==> config.mk <==
export PLATFORM = sky130hd
export DESIGN_NAME = instruction_fetch_queue
export DESIGN_NICKNAME = d
export VERILOG_FILES = /design/src/rtl/mips_pkg.sv /design/src/rtl/fetch_fifo.sv /design/src/rtl/instruction_fetch_queue.sv
export SDC_FILE = /design/constraint.sdc
export NUM_CORES = 1
export LEC_CHECK = 0
export ABC_CLOCK_PERIOD_IN_PS = 6100
export CORE_UTILIZATION = 45
export DETAILED_ROUTE_END_ITERATION = 12
export MAX_ROUTING_LAYER = met4
export PLACE_DENSITY = 0.74
export SYNTH_ARGS = -nofsm -noshare
export SYNTH_HDL_FRONTEND = slang
export SYNTH_SLANG_ARGS = --single-unit
==> constraint.sdc <==
create_clock -name clk -period 6.1 [get_ports clk]
set_input_delay 1.525 -clock clk [delete_from_list [all_inputs] [get_ports clk]]
set_output_delay 1.525 -clock clk [all_outputs]
set_load 0.005 [all_outputs]
run_1/pinout.png
Pins as bars across the die edge, other pins in gray.
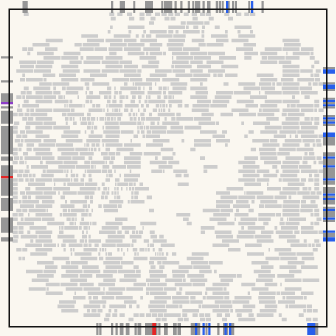
[`reset`] purple | pins: 1 | direction: input | edge: left
[`queue_count`] red | pins: 3 | direction: output | edge: 2 bottom, 1 left
[`out_instr`] blue | pins: 32 | direction: output | edge: 20 right, 10 bottom, 2 top
die span in x: 197 um
I/O Buffers: 203
die height: 197 um

run_1/clock_nets.png
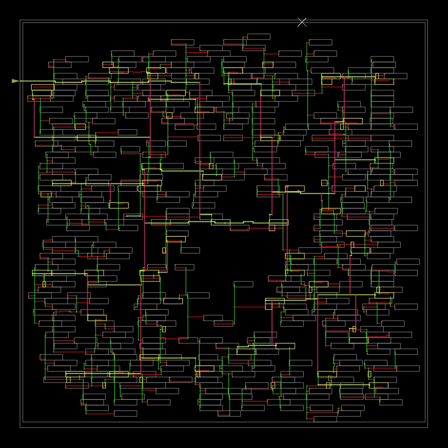
registers: 418
clock buf count: 63
skew final: 0.0156 ns
CTS sink count: 418
CTS buffer count: 43

run_1/gates.png
Scale bar: 50 um.
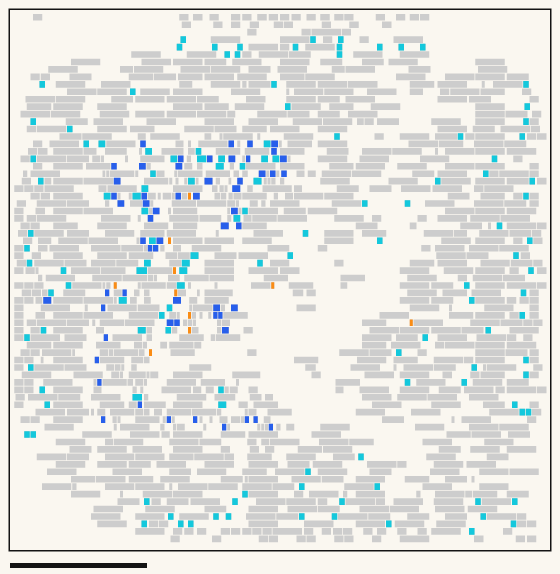
[and/or cells] cyan | cells: 129 | most used: and2_1 | where: all over the die
[inv cells] orange | cells: 10 | most used: inv_1
[aoi and oai cells] blue | cells: 58 | most used: a31oi_1
Comb area share: 21.3%
most frequent logic cell in the layout: edfxtp_1
Non-Filler Instances: 1,702

run_1/ff_map.png
Other sequential cells in the stronger gray, the rest of the logic in the fainter gray.
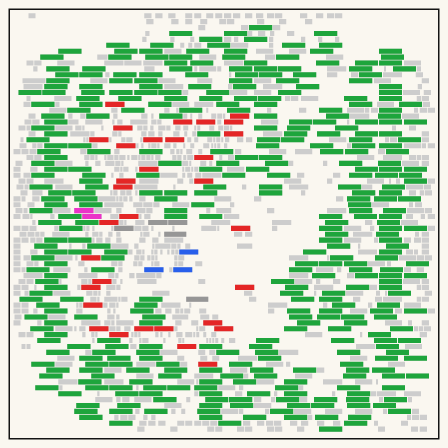
[`state_reg`] magenta | sequential cells: 2
[`u_fifo.mem`] green | sequential cells: 376 | where: all over the die
[`u_fifo.count`] blue | sequential cells: 3
[`imem_addr`] red | sequential cells: 32
not colored: 5
Reg area: 0.0123 sq mm
fraction of area in registers: 58.4%
sequential power: 3.28 mW
Layout Utilization: 56.2%

==> metrics.csv, run 1 <==
metric;value;unit
clock_cell_area_share;6.60;%
synth_nets;1028;
violations;design-rule violations;
io_pins;204;
ys_ff;418;
yosys_cells;952;
logic_gates;467;
hold_viol;0;
cts_tree;done;
status;finished with violations;
rrSetupSlack;3.13;ns
combGateArea;0.00451;sq mm
min_period;4.97;ns
area_leaders;edfxtp_1, mux4_2, dfrtp_1;
hp-class;register to register;
p_comb;626;uW
largest_reg_flops;376;
power_leader;sequential cells;
met3WireLength;2.27;mm
grt_pass1_vias;9710;
firstDrtPassIters;9;
pwr-share-comb;9.7;%
yosys_area;0.0171;sq mm
drc;2;
worst_pin_slew;1.02;ns
dp_cells;1624;
tap_cells;511;
overflow;0;
buffer_area_share;10.4;%
finalCritPeriodShare;81.5;%
diodes;0;
fmax;0.201;GHz
setup_viol_count_final;0;
grt_max_degree;60;
wl_per_cell;21.7;um
final_nets;1234;
-- run 1: kinds of logic after synthesis --
group	synth area share, %
multiplexers	12.6
XOR/XNOR	2.20
adder cells (fa/ha/maj)	0.482
AND/OR/NAND/NOR	8.75
buffers and inverters	1.71
AND-OR/OR-AND	2.23
flip-flops	72.0
-- run 1: worst max-delay path, cell delays in order --
cell	delay (ns)
clkdlybuf4s50_1	0.58
nand2_1	0.14
a2111oi_0	0.58
clkdlybuf4s50_1	0.62
-- run 1: through the flow --
stage                     total power [mW]  area (sq um)
after global placement                3.96         19700
after global routing                  6.68         21100
final                                 6.45         21100
after CTS                             6.53         21100
after floorplan                       3.61         17100
after detailed placement              3.97         19700
run_1/layers.png
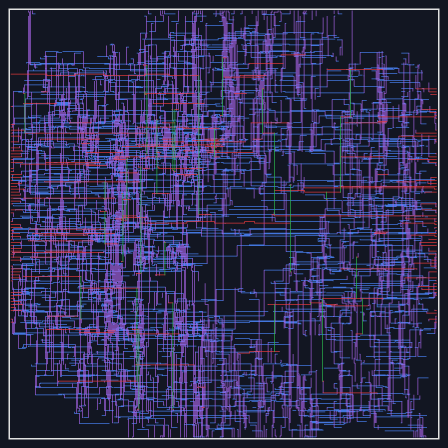

==> run 2: changes to the inputs <==
ABC_CLOCK_PERIOD_IN_PS = 4500   (was 6100)
PLACE_DENSITY = 0.76   (was 0.74)
clock period = 4.5 ns   (was 6.1 ns; I/O delays follow)
run_2/layers.png
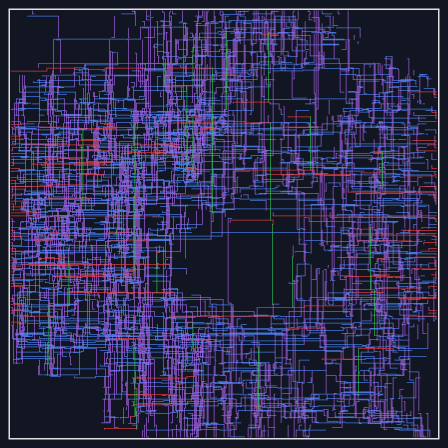
[M3] red | wire length: 2,430 um
[M4] green | wire length: 707 um
[M1] blue | wire length: 16,200 um
[M2] purple | wire length: 17,800 um
Vias: 9,574
Total Wirelength: 37.2 mm
All-Layer GR Usage: 20.0%

==> metrics.csv, run 2 <==
metric;value;unit
cp_slowest_cell;clkdlybuf4s50_1;
crit_family;buffers and inverters;
synth_nets;1028;
diodes;0;
worst_pin_slew;0.839;ns
combGateArea;0.00451;sq mm
rrSetupSlack;1.55;ns
min_period;4.01;ns
finalCritPeriodShare;89.1;%
p_total;8.79;mW
status;completed;
grt_pass1_vias;9812;
die_x;197;um
final_util;56.6;%
fmax;0.249;GHz
cp_num_cells;4;
yosys_cells;952;
postLayoutCellArea;0.0213;sq mm
grt_max_degree;59;
cp_cell_sequence;clkdlybuf4s50_1, nand2_1, a2111oi_0, clkdlybuf4s50_1;
cp_common_cell;clkdlybuf4s50_1;
area_leaders;edfxtp_1, mux4_2, dfrtp_1;
final.setup_skew;0.0141;ns
io_buffers;203;
die_h;197;um
pg_seq;4.42;mW
hp-class;register to register;
==> run 2: cell counts after synthesis <==
No cell type changed its count.
==> run 2: area by class of cell <==
class	count	share of cell area, %
Sequential cell	418	58.1
Clock inverter	23	0.994
Inverter	10	0.177
Multi-Input combinational cell	467	21.2
Clock buffer	53	5.48
Tap cell	511	3.01
Timing Repair Buffer	226	11.1
==> run 2: layer usage <==
metal	vias up	part of all wire, %
li1	4188	-
met4	0	1.9
met3	56	6.5
met5	-	0
met2	356	48
met1	4974	44
==> run 2: logic make-up after synthesis <==
kind of cell             Yosys count  share of synthesized area, %
buffers and inverters             67                          1.71
AND/OR/NAND/NOR                  261                          8.75
adder cells (fa/ha/maj)            6                         0.482
AND-OR/OR-AND                     59                          2.23
XOR/XNOR                          43                          2.20
flip-flops                       418                          72.0
multiplexers                      98                          12.6
No activity file was given, so power comes from the tool's default toggle rates.
